## config.mk

```make
export PLATFORM = sky130hd
export DESIGN_NAME = mem_port_arbiter
export DESIGN_NICKNAME = d
export VERILOG_FILES = /design/src/rtl/mem_port_arbiter.sv
export SDC_FILE = /design/constraint.sdc
export NUM_CORES = 1
export LEC_CHECK = 0
export CORE_AREA = 2 2 96 98
export DETAILED_ROUTE_END_ITERATION = 10
export DIE_AREA = 0 0 98 100
export GPL_TIMING_DRIVEN = 0
export PLACE_DENSITY = 0.82
export RECOVER_POWER = 25
export REMOVE_ABC_BUFFERS = 1
export SYNTH_ARGS = -nofsm -noshare
export SYNTH_HDL_FRONTEND = slang
export SYNTH_SLANG_ARGS = --single-unit
```

## constraint.sdc

```tcl
create_clock -name clk -period 1.9 [get_ports clk]
set_input_delay 0.475 -clock clk [delete_from_list [all_inputs] [get_ports clk]]
set_output_delay 0.475 -clock clk [all_outputs]
set_load 0.02 [all_outputs]
```

## src/rtl/mem_port_arbiter.sv

```systemverilog
`default_nettype none
// ============================================================================
// Module   : mem_port_arbiter
// Purpose  : Two-requester round-robin arbiter in front of a single-port
//            synchronous memory. A grant lasts up to BURST_MAX consecutive
//            beats; read data is returned to the requester that issued the
//            read, one cycle after the memory access.
// Ports    : clk, rstn                     clock, async active-low reset
//            s0_*/s1_* valid/ready/addr/wdata/we   requester beat channels
//            s0_*/s1_* rdata/rvalid        read return (rvalid one-cycle pulse)
//            m_en/m_addr/m_din/m_we        memory request (combinational mux)
//            m_dout                        memory read data (one-cycle latency)
// Revision : 1.0  initial release
// ============================================================================
module mem_port_arbiter #(
    parameter int ADDR_WIDTH = 12,
    parameter int BURST_MAX  = 4
) (
    input  logic                  clk,
    input  logic                  rstn,
    input  logic                  s0_valid,
    output logic                  s0_ready,
    input  logic [ADDR_WIDTH-1:0] s0_addr,
    input  logic [31:0]           s0_wdata,
    input  logic [3:0]            s0_we,
    output logic [31:0]           s0_rdata,
    output logic                  s0_rvalid,
    input  logic                  s1_valid,
    output logic                  s1_ready,
    input  logic [ADDR_WIDTH-1:0] s1_addr,
    input  logic [31:0]           s1_wdata,
    input  logic [3:0]            s1_we,
    output logic [31:0]           s1_rdata,
    output logic                  s1_rvalid,
    output logic                  m_en,
    output logic [ADDR_WIDTH-1:0] m_addr,
    output logic [31:0]           m_din,
    output logic [3:0]            m_we,
    input  logic [31:0]           m_dout
);

    localparam logic [1:0] S_IDLE = 2'd0;
    localparam logic [1:0] S_OWN0 = 2'd1;
    localparam logic [1:0] S_OWN1 = 2'd2;

    localparam logic [3:0] C_CNT_LAST = 4'(BURST_MAX - 1);

    logic [1:0] r_state;
    logic [3:0] r_cnt;
    logic       r_last;
    logic       r_rvalid0;
    logic       r_rvalid1;

    logic       w_acc0;
    logic       w_acc1;
    logic       w_acc;
    logic       w_own_is1;
    logic       w_own_valid;
    logic       w_oth_valid;
    logic       w_end;

    // Ready is only ever granted to the current owner, so both can never be
    // high together and IDLE never accepts.
    assign w_acc0   = (r_state == S_OWN0) && s0_valid;
    assign w_acc1   = (r_state == S_OWN1) && s1_valid;
    assign w_acc    = w_acc0 | w_acc1;
    assign s0_ready = w_acc0;
    assign s1_ready = w_acc1;

    assign m_en   = w_acc;
    assign m_addr = w_acc1 ? s1_addr  : s0_addr;
    assign m_din  = w_acc1 ? s1_wdata : s0_wdata;
    assign m_we   = w_acc0 ? s0_we : (w_acc1 ? s1_we : 4'b0000);

    // Memory data is broadcast; rvalid qualifies which requester owns it.
    assign s0_rdata  = m_dout;
    assign s1_rdata  = m_dout;
    assign s0_rvalid = r_rvalid0;
    assign s1_rvalid = r_rvalid1;

    // Owner-relative view of the two valids (only meaningful in OWN states).
    assign w_own_is1   = (r_state == S_OWN1);
    assign w_own_valid = w_own_is1 ? s1_valid : s0_valid;
    assign w_oth_valid = w_own_is1 ? s0_valid : s1_valid;

    // Grant ends when the owner drops valid or its final allowed beat goes.
    assign w_end = !w_own_valid || (w_acc && (r_cnt == C_CNT_LAST));

    always_ff @(posedge clk or negedge rstn) begin
        if (!rstn) begin
            r_state   <= S_IDLE;
            r_cnt     <= 4'd0;
            r_last    <= 1'b1;
            r_rvalid0 <= 1'b0;
            r_rvalid1 <= 1'b0;
        end else begin
            // Read-return tag is captured at acceptance, independent of any
            // grant change happening on the same edge.
            r_rvalid0 <= w_acc0 && (s0_we == 4'b0000);
            r_rvalid1 <= w_acc1 && (s1_we == 4'b0000);

            case (r_state)
                S_IDLE: begin
                    // With both pending, the requester not served last wins.
                    if (s0_valid && (!s1_valid || r_last)) begin
                        r_state <= S_OWN0;
                        r_cnt   <= 4'd0;
                        r_last  <= 1'b0;
                    end else if (s1_valid) begin
                        r_state <= S_OWN1;
                        r_cnt   <= 4'd0;
                        r_last  <= 1'b1;
                    end
                end
                S_OWN0, S_OWN1: begin
                    if (w_end) begin
                        r_cnt <= 4'd0;
                        if (w_oth_valid) begin
                            r_state <= w_own_is1 ? S_OWN0 : S_OWN1;
                            r_last  <= !w_own_is1;
                        end else if (!w_own_valid) begin
                            r_state <= S_IDLE;
                        end
                        // else: owner keeps the grant and starts a new burst
                    end else if (w_acc) begin
                        r_cnt <= r_cnt + 4'd1;
                    end
                end
                default: begin
                    r_state <= S_IDLE;
                    r_cnt   <= 4'd0;
                end
            endcase
        end
    end

endmodule
`default_nettype wire
```

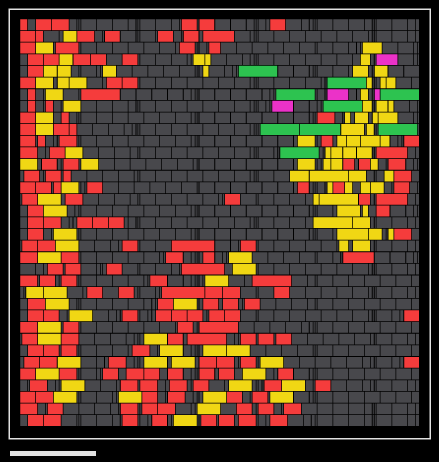
(run_1/placement_by_type.png)
Bar = 20 um. Fill, decap, tap and diode cells in grey.
Magenta stands for clock drivers and dummy loads, cells 4. Red stands for remaining buffers and delay cells, cells 173. Yellow stands for combinational and other logic, cells 103. Green stands for sequential cells, cells 9.
Rows: 35
Core ar.: 8890 um^2
fin util: 38.6%

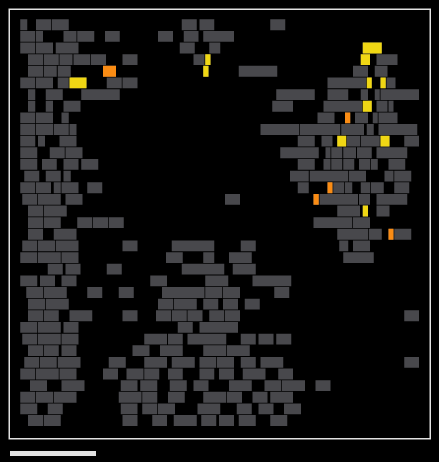
(run_1/logic_types.png)
Bar = 20 um.
Yellow stands for nor cells, cells 11, most used nor2_1, where north-east. Orange stands for inv cells, cells 5.
Finished Layout Cells: 404
most frequent logic cell in the layout: clkdlybuf4s50_1
Comb/total area: 32.4%

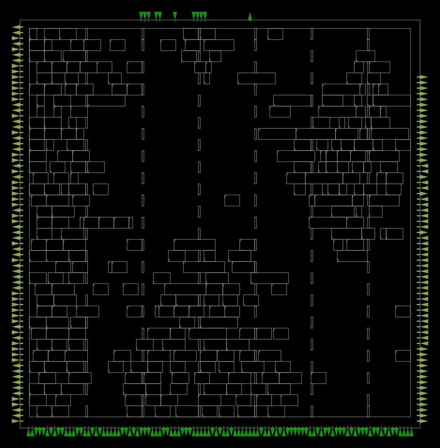
(run_1/placement.png)
Seq area share: 6.61%
filler cell count: 869
registers: 9
tapcell count: 111

==> results_slide.txt, run 1 <==
Flow Results at a Glance

Run status
  • Status: complete, but fails checks
  • Failing checks: setup timing

Detailed routing
  • DR WL/cell: 29.5 um
  • Post-route ant nets: 0
  • Total Routed Length: roughly 12000 um
  • Top layer in use: met5
  • DR pass1 iterations: 4
  • Starting DRT DRC Count: 62
  • Met3 wire len: 2530 um
  • DR DRC count: 0
  • Vias per std cell: 4.60

Power
  • Power Sequential: 0.000279 W
  • Clk pwr share: roughly 6.9%
  • Comb pwr share: between 80% and 90%
  • Leak Pwr: 1.58 nW
  • Tot Pwr: 0.00321 W
  • Clock network power: 0.000222 W
  • Power Density: 936 nW/um^2
  • Switching part of the total: approximately 40%
  • Largest power group: combinational cells

Timing
  • Worst Max-Slew Pin Slew: 0.417 ns
  • Final total negative setup slack: -12.75 ns
  • Setup ws final: -0.293 ns
  • Max-slew violation count: 0
  • Tmin final: 2.19 ns
  • RSZ-0062 raised after global routing: yes
  • Clk_skew: 0.00121 ns
  • Final setup fails: 52

Worst setup path
  • WS Path Type: flip-flop to primary output
  • Reg-to-reg startpoint: r_state[0]$_DFFE_PN0P_
  • CP max FO: 4
  • Crit path DAT: around 1.7 ns
  • Reg2Reg Depth: 8

Logic synthesis
  • Post-synth regs: 9
  • Post-Synth Simple-Gate Area: between 8 and 9%
  • Netlist cell types: 32
  • Mux area share: 33.2%
  • XORs/XNORs by Area: 0%
  • Post-Syn Instances: between 150 and 200
  • Top cells by area, synth: mux2_2 (31%), buf_4 (29%), dfrtp_1 (12%)
  • Area share, top type: 30.8%
  • Ys cells: 181
  • Synth Cell Area: between 1500 and 2000 um^2
  • Synth Area per Inst: between 9 and 10 um^2

Clocking
  • Clock root cell: clkbuf_8
  • Post-CTS Setup Bufs: 10
  • Reg clk slew, reported paths: 0.04 ns
  • Clk buf depth: 2
  • Hold_buf cts: 0
  • Post-CTS resize count: 252
  • Clock sinks: 9

Global routing
  • Met1 Use GR: 25.5%
  • First-pass GRT wire length: around 15000 um
  • Grt total ovfl: 0

Cells and area
  • Clkbuf count: 4
  • Flip-flop and latch area: 226 um^2
  • Regs by FF count: r_cnt (4), r_state (2)
  • Layout cell share with drive strength beyond 1: 48.8%
  • Cell area after layout: 3430 um^2
  • Top cells excl fill/tap: clkdlybuf4s50_1 (98), buf_6 (42), mux2_4 (35)
  • Combinational gates: 98
  • Logic area: 1110 um^2
  • Diodes inserted: 4

Placed design
  • GP Congestion: 0.845
  • Port bufs: 152

Worst hold path
  • Hold crit path type: flip-flop to flip-flop

Job
  • OpenROAD warning count: 30

Floorplanning
  • Die Y: ~100 um
  • # IOs: 249
==> run 1: critical path, cell delays in order, from the launching register on <==
cell,delay (ns)
dfrtp_1,0.39
inv_2,0.09
ha_4,0.17
nand2_8,0.08
buf_12,0.16
clkbuf_16,0.15
mux2_4,0.30
buf_6,0.14
==> run 1: per-stage QoR <==
step	worst slack (ns)	cells
3_3_place_gp	-2.19	375
5_1_grt	-0.339	400
3_5_place_dp	-1.15	376
6_report	-0.293	404
4_1_cts	-0.301	393
2_1_floorplan	-0.844	112
==> run 1: synthesized netlist by cell type (2+ instances only) <==
library cell	n
inv_1	5
buf_6	2
nor2_1	6
mux2_4	2
or4_1	2
nand2_1	6
buf_2	2
nor2b_1	4
dfrtp_1	8
a22o_1	6
mux2_2	46
o21ai_0	3
buf_4	65
nand2b_1	2
ha_1	5
==> run_1/wires.png <==
Bar = 20 um.
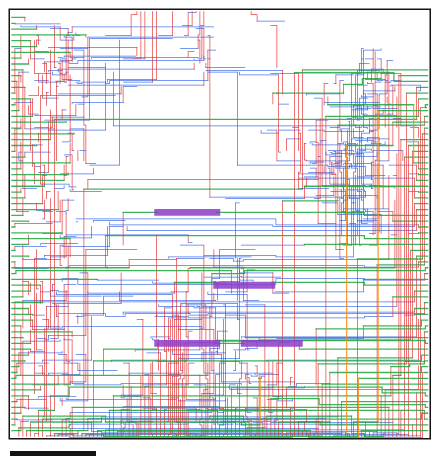

==> run 2, diff against run 1 <==
--- a/constraint.sdc
+++ b/constraint.sdc
@@ -3,2 +3,2 @@
 set_output_delay 0.475 -clock clk [all_outputs]
-set_load 0.02 [all_outputs]
+set_load 0.1 [all_outputs]
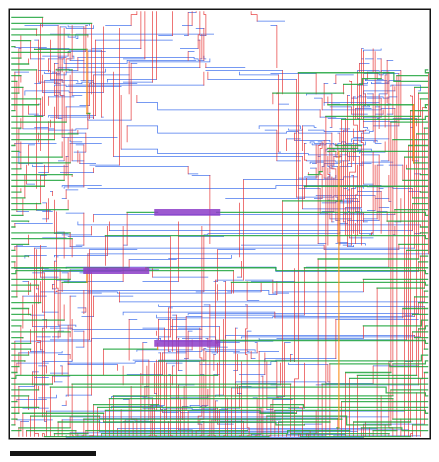
(run_2/wires.png)
Bar = 20 um.
Blue stands for metal 1, wire length 4560 um. Orange stands for metal 4, wire length 98.6 um. Purple stands for metal 5, wire length 41.4 um. Red stands for metal 2, wire length 4780 um. Green stands for metal 3, wire length 2420 um.
via count: 1853
Total Routed Length: 11900 um
All-Layer GR Usage: 23.1%
DR WL/cell: 29.7 um

==> run 2 against run 1 <==
Compared with the run above: the run still ends with setup timing left; routed wire length fell by 0.23%; register-to-register slack about the same; cell count fell by 0.99%; hold slack worse by 0.0017 ns; sequential power rose by 2%; sequential share of layout area down 0.19 points; flip-flop count unchanged; final area increased by 3.6%; first-iteration DRC count down 34%; area after synthesis is the same.
==> results_slide.txt, run 2 <==
Flow Results at a Glance

Run status
  • Status: complete, but fails checks
  • Failing checks: setup timing

Timing
  • Worst Max-Slew Pin Slew: 0.952 ns (+0.535 ns)
  • Setup ws final: -0.348 ns (-0.0551 ns)
  • Final setup fails: 52 (unchanged)
  • Tmin final: 2.25 ns (+0.0551 ns)
  • Max-slew violation count: 0 (unchanged)
  • Clk_skew: 0.000970 ns (-0.000238 ns)
  • Final total negative setup slack: -13.78 ns (-1.03 ns)
  • RSZ-0062 raised after global routing: yes

Placed design
  • Dpl ws: -1.64 ns (-0.491 ns)
  • Port bufs: 152 (unchanged)
  • Placed Cells incl. Taps: 376 (unchanged)
  • GP Congestion: 0.845 (unchanged)

Cells and area
  • Flip-flop and latch area: 228 um^2 (+0.55%)
  • Logic area: 1070 um^2 (-3.5%)
  • Cell area after layout: 3550 um^2 (+3.6%)
  • Regs by FF count: r_cnt (4), r_state (2)
  • Filler cell count: 845 (-2.8%)
  • Most frequent logic cell in the layout: clkdlybuf4s50_1
  • Top cells excl fill/tap: clkdlybuf4s50_1 (96), mux2_2 (29), buf_12 (29)
  • Fin util: 39.9% (+1.4 points)
  • Layout cell share with drive strength beyond 1: 50.0% (+1.2 points)

Clocking
  • Reg clk slew, reported paths: 0.05 ns (about the same)
  • Clk buf depth: 2 (unchanged)
  • Hold_buf cts: 0 (unchanged)
  • Clock root cell: clkbuf_8
  • Clock sinks: 9 (unchanged)

Worst setup path
  • Buf/Inv on CP: 4 (unchanged)
  • Reg-to-reg startpoint: r_state[0]$_DFFE_PN0P_
  • Reg2Reg Depth: 8 (unchanged)
  • CP max FO: 5 (+1)
  • WS Path Type: flip-flop to primary output
  • Crit path from: r_state[0]$_DFFE_PN0P_
  • Slowest-stage cell, CP: dfrtp_1
  • Levels on crit path: 7 (unchanged)
  • Delay-heaviest family, CP: buffers and inverters
  • Most used cell, CP: buf_12
  • Crit path DAT: 1.77 ns (+0.05 ns)
  • Slowest stage delay, CP: 0.39 ns (about the same)
  • Critical path cell sequence: inv_2 -> ha_4 -> nand2_8 -> buf_12 -> buf_16 -> mux2_4 -> buf_12

Global routing
  • Met3 usage: 23.2%
  • GR peak layer: met2
  • Met1 Use GR: 25.5% (-0.042 points)
  • Grt total ovfl: 0 (unchanged)
  • Initial antenna violation count: 4
  • Vias in the first global route: around 2100
  • First-pass GRT wire length: 15700 um (+2.5%)

Logic synthesis
  • Top cells by count: buf_4 (65), mux2_2 (46), dfrtp_1 (8)
  • Mux area share: 33.2% (unchanged)
  • Synth Cell Area: 1680 um^2 (unchanged)
  • Post-Synth Simple-Gate Area: 8.70% (unchanged)
  • Area share, top type: 30.8% (unchanged)
  • Top cells by area, synth: mux2_2 (31%), buf_4 (29%), dfrtp_1 (12%)
  • Post-synth regs: 9 (unchanged)
  • Most frequent cell after synthesis: buf_4
  • Netlist cell types: 32 (unchanged)
  • Ys cells: 181 (unchanged)
  • Synth Area per Inst: 9.30 um^2 (unchanged)
  • Post-Syn Instances: 181 (unchanged)
  • XORs/XNORs by Area: 0% (unchanged)

Power
  • Power Density: 1330 nW/um^2 (+42%)
  • Tot Pwr: 0.00474 W (+48%)
  • Leak Pwr: 1.56 nW (-1.8%)

Detailed routing
  • Top layer in use: met5
  • DR pass1 iterations: 4 (unchanged)
  • Met2 wire len: 4780 um
  • DR DRC count: 0 (unchanged)
  • Starting DRT DRC Count: 41 (-34%)
  • Post-route ant nets: 0 (unchanged)
  • Met3 wire len: 2420 um (-4.4%)
  • Vias per std cell: 4.63 (+0.73%)

Job
  • OpenROAD warning count: 30 (unchanged)
  • Max cap viols: 0

Floorplanning
  • Core ar.: 8890 um^2 (unchanged)
  • Die Y: 100 um (unchanged)
  • # IOs: 249 (unchanged)
  • Rows: 35 (unchanged)
  • Core Util at FP: 18.9%
  • Die area: between 9000 and 10000 um^2

Worst hold path
  • Hold crit path type: flip-flop to flip-flop
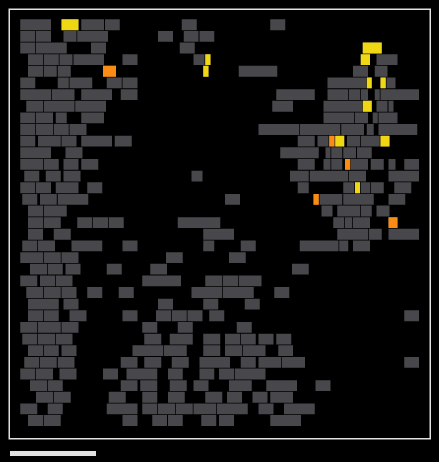
(run_2/logic_types.png)
Bar = 20 um.
Orange stands for inv cells, cells 5, most used inv_2. Yellow stands for nor cells, cells 11, most used nor2_1, where north-east.
Comb/total area: 30.2%
Finished Layout Cells: 400

run 2: repair_timing:
action / CTS / global route
hold endpoints to repair: 0 / 0
gates resized: 423 / 41
setup endpoints to repair: 53 / 55
setup buffers: 11 / 6
gates cloned: 4 / 1
pin swaps: 5 / 6
run 2: power breakdown:
group | internal, W | leakage (nW) | switching [W]
clock network | 0.000146 | 0.0228 | 0.0000771
registers | 0.000246 | 0.118 | 0.0000383
logic | 0.00169 | 1.42 | 0.00254
total | 0.00208 | 1.56 | 0.00266
run 2: layout make-up:
class	instances	share of cell area (%)
multi-input combinational	100	30.2
tap	111	3.91
sequential	9	6.41
timing repair buffer	170	57.4
clock buffer	4	1.27
antenna	1	0.0705
inverter	5	0.740
==> run_2/placement_by_type.png <==
Bar = 20 um. Fill, decap, tap and diode cells in grey.
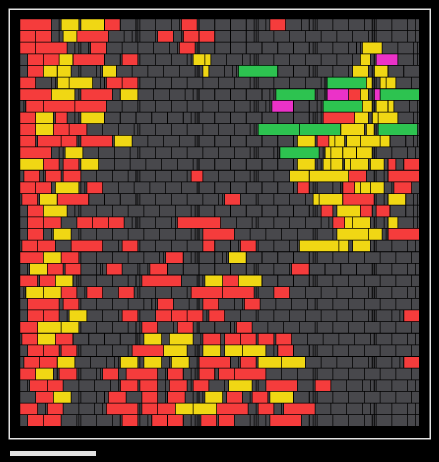

==> run 3, diff against run 2 <==
ABC_AREA = 1   (was not set)
CORE_AREA = 2 2 97 99   (was 2 2 96 98)
CTS_BUF_LIST = sky130_fd_sc_hd__clkbuf_8   (was not set)
DIE_AREA = 0 0 99 101   (was 0 0 98 100)
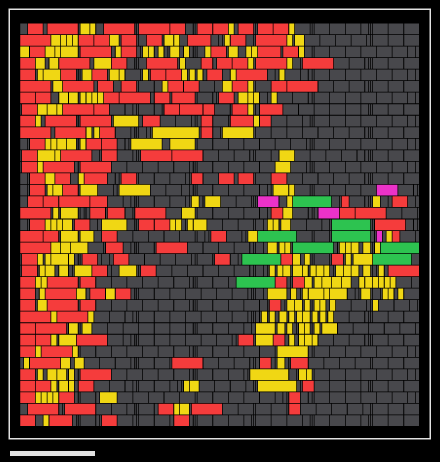
(run_3/placement_by_type.png)
Bar = 20 um. Fill, decap, tap and diode cells in grey.
Yellow stands for combinational and other logic, cells 241. Magenta stands for clock drivers and dummy loads, cells 4. Green stands for sequential cells, cells 9. Red stands for remaining buffers and delay cells, cells 178.
cell area after layout: 4090 um^2
Seq area share: 5.54%

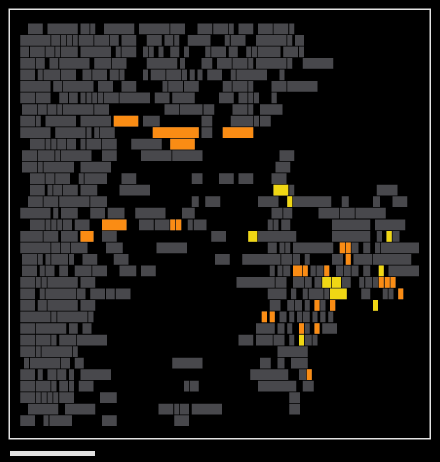
(run_3/logic_types.png)
Bar = 20 um.
Orange stands for inv cells, cells 25, most used inv_1. Yellow stands for nor cells, cells 10, most used nor2_1.
Comb/total area: 30.3%
most frequent logic cell in the layout: nand2_1
Finished Layout Cells: 546

==> run 3 against run 2 <==
Compared with the run above: the run still ends with setup timing left; total power grew 22%; hold slack lost 0.026 ns; routed wire length shrank 2.3%; synthesized cell count grew 75%; utilization grew 5.6 points; global-route usage shrank 2.3 points; clock skew grew 0.0016 ns; first-iteration DRC count grew 56%.
==> results_slide.txt, run 3 <==
Flow Results at a Glance

Logic synthesis
  • Mux area share: 0% (-33 points)
  • Area share, top type: 34.7% (+3.9 points)
  • Post-Syn Instances: 316 (+75%)
  • Synth Seq Share: 12.8%
  • Top cells by count: nand2_1 (164), buf_4 (66), nand3_1 (17)
  • Top cells by area, synth: nand2_1 (35%), buf_4 (28%), dfrtp_1 (11%)
  • XORs/XNORs by Area: 0% (unchanged)
  • Most frequent cell after synthesis: nand2_1
  • Post-synth regs: 9 (unchanged)
  • Post-Synth Simple-Gate Area: 45.7% (+37 points)
  • Netlist cell types: 22 (-31%)
  • Synth Area per Inst: 5.61 um^2 (-40%)
  • Ys cells: 316 (+75%)
  • Synth Cell Area: 1770 um^2 (+5.4%)

Global routing
  • GR peak layer: met2
  • Met2 global-route usage: 29.6%
  • First-pass GRT wire length: 15400 um (-2.5%)
  • All-Layer GR Usage: 20.8% (-2.3 points)
  • Grt total ovfl: 0 (unchanged)
  • Pin count of the biggest net entering global routing: 26
  • Met1 Use GR: 26.1% (+0.68 points)
  • Vias in the first global route: 2514 (+22%)
  • Initial antenna violation count: 1 (-3)
  • Met3 usage: 14.6% (-8.6 points)

Power
  • P_sw: 0.00350 W (+32%)
  • Internal Power: 0.00228 W (+9.7%)
  • P_comb: 0.00525 W (+24%)
  • Leak Pwr: 1.96 nW (+26%)
  • Power Sequential: 0.000305 W (+7.4%)
  • Clock network power: 0.000218 W (-2%)
  • Largest power group: combinational cells
  • Clk pwr share: 3.8% (-0.9 points)
  • Power Density: 1410 nW/um^2 (+5.9%)
  • Tot Pwr: 0.00578 W (+22%)
  • Reg power frac: 5.3% (-0.7 points)
  • Comb pwr share: 90.9% (+1.6 points)
  • Switching part of the total: 60.5% (+4.4 points)

Placed design
  • Dpl ws: -2.56 ns (-0.919 ns)
  • GP Congestion: 0.874 (+3.4%)
  • Port bufs: 152 (unchanged)
  • Placed Cells incl. Taps: 504 (+34%)

Worst setup path
  • Startpoint types: flip-flop
  • CP max FO: 6 (+1)
  • WS Path Type: flip-flop to primary output
  • Worst flop-to-flop path endpoint: r_state[0]$_DFFE_PN0P_
  • Buf/Inv on CP: 4 (unchanged)
  • Crit path DAT: 1.64 ns (-0.13 ns)
  • Critical path cell sequence: inv_2 -> ha_4 -> nand2_8 -> buf_12 -> inv_6 -> nand2_1 -> nand2_2 -> buf_12
  • Most used cell, CP: buf_12
  • Reg2Reg Depth: 10 (+2)
  • Reg-to-reg startpoint: r_state[0]$_DFFE_PN0P_
  • Slowest-stage cell, CP: dfrtp_1
  • Slowest stage delay, CP: 0.40 ns (about the same)
  • Delay-heaviest family, CP: buffers and inverters

Run status
  • Status: complete, but fails checks
  • Failing checks: setup timing

Cells and area
  • Registers: 9 (unchanged)
  • Clock-cell share of area: 1.10% (-0.17 points)
  • Layout cell share with drive strength beyond 1: 39.6% (-10 points)
  • Layout area overhead: 131%
  • Logic area: 1240 um^2 (+15%)
  • Fin util: 45.5% (+5.6 points)
  • Signal buf overhead: 55.0% (-2.3 points)
  • Bufs w/o clock: 178 (+4.7%)
  • Inverter count: 25 (+20)
  • Clkbuf count: 3 (-1)
  • Area-dominant class: non-clock buffers
  • Diodes inserted: 3 (+2)
  • Combinational gates: 216 (+120%)
  • Filler cell count: 808 (-4.4%)
  • Flip-flop and latch area: 226 um^2 (-0.55%)
  • Regs by FF count: r_cnt (4), r_state (2)
  • Top cells excl fill/tap: nand2_1 (109), clkdlybuf4s50_1 (96), buf_12 (47)

Timing
  • Final total negative setup slack: -7.66 ns (+6.12 ns)
  • Final Hold Viols: 0
  • Clk_skew: 0.00257 ns (+0.00160 ns)
  • Setup ws final: -0.215 ns (+0.133 ns)
  • Tmin final: 2.11 ns (-0.133 ns)
  • Worst Max-Slew Pin Slew: 0.550 ns (-0.401 ns)
  • Max-slew violation count: 0 (unchanged)
  • Final setup fails: 50 (-3.8%)
  • RSZ-0062 raised after global routing: yes

Clocking
  • Clock sinks: 9 (unchanged)
  • Hold_buf cts: 0 (unchanged)
  • Reg clk slew, reported paths: 0.04 ns (about the same)
  • Clk buf depth: 2 (unchanged)
  • Clock root cell: clkbuf_8
  • Post-CTS Setup Bufs: 14 (+3)
  • Post-CTS resize count: 464 (+9.7%)

Detailed routing
  • DR DRC count: 0 (unchanged)
  • Total Routed Length: 11600 um (-2.3%)
  • Top layer in use: met5
  • Met2 wire len: 5020 um (+5.0%)
  • Post-route ant nets: 0 (unchanged)
  • Starting DRT DRC Count: 64 (+56%)
  • Met3 wire len: 1730 um (-28%)
  • Via count: 2527 (+36%)
  • DR WL/cell: 21.3 um (-28%)
  • DR pass1 iterations: 4 (unchanged)

Floorplanning
  • Rows: 35 (unchanged)
  • Core Util at FP: 19.7% (+0.82 points)
  • Die Y: 101 um (+1.0%)
  • Core ar.: 8980 um^2 (+0.99%)
  • # IOs: 249 (unchanged)
  • Tapcell count: 111 (unchanged)
  • Die area: 10000 um^2 (+2.0%)

Worst hold path
  • Hold crit path type: flip-flop to flip-flop

Job
  • Max cap viols: 0 (unchanged)
  • OpenROAD warning count: 30 (unchanged)
run 3: cell types whose count changed after synthesis, sizes merged, moves of 3 or more:
cell   delta
a22o      -6
buf       +6
inv      +15
mux2     -48
nand2   +161
nand3    +19
nor2b     -4
o21ai     +3
run 3: how the worst max path moves through the flow:
stage | from | end | slack [ns] | depth (start not counted)
finish | r_state[0]$_DFFE_PN0P_ | m_din[14] | -0.21 | 8
global route | r_state[0]$_DFFE_PN0P_ | m_din[14] | -0.30 | 8
CTS | r_state[0]$_DFFE_PN0P_ | m_din[15] | -0.18 | 7
detailed placement | s1_valid | m_we[1] | -2.56 | 6
global placement | s1_valid | m_we[1] | -2.49 | 6
floorplan | r_state[0]$_DFFE_PN0P_ | m_we[0] | -1.73 | 6
Power figures rest on the tool's default switching activity, not on a simulated workload.
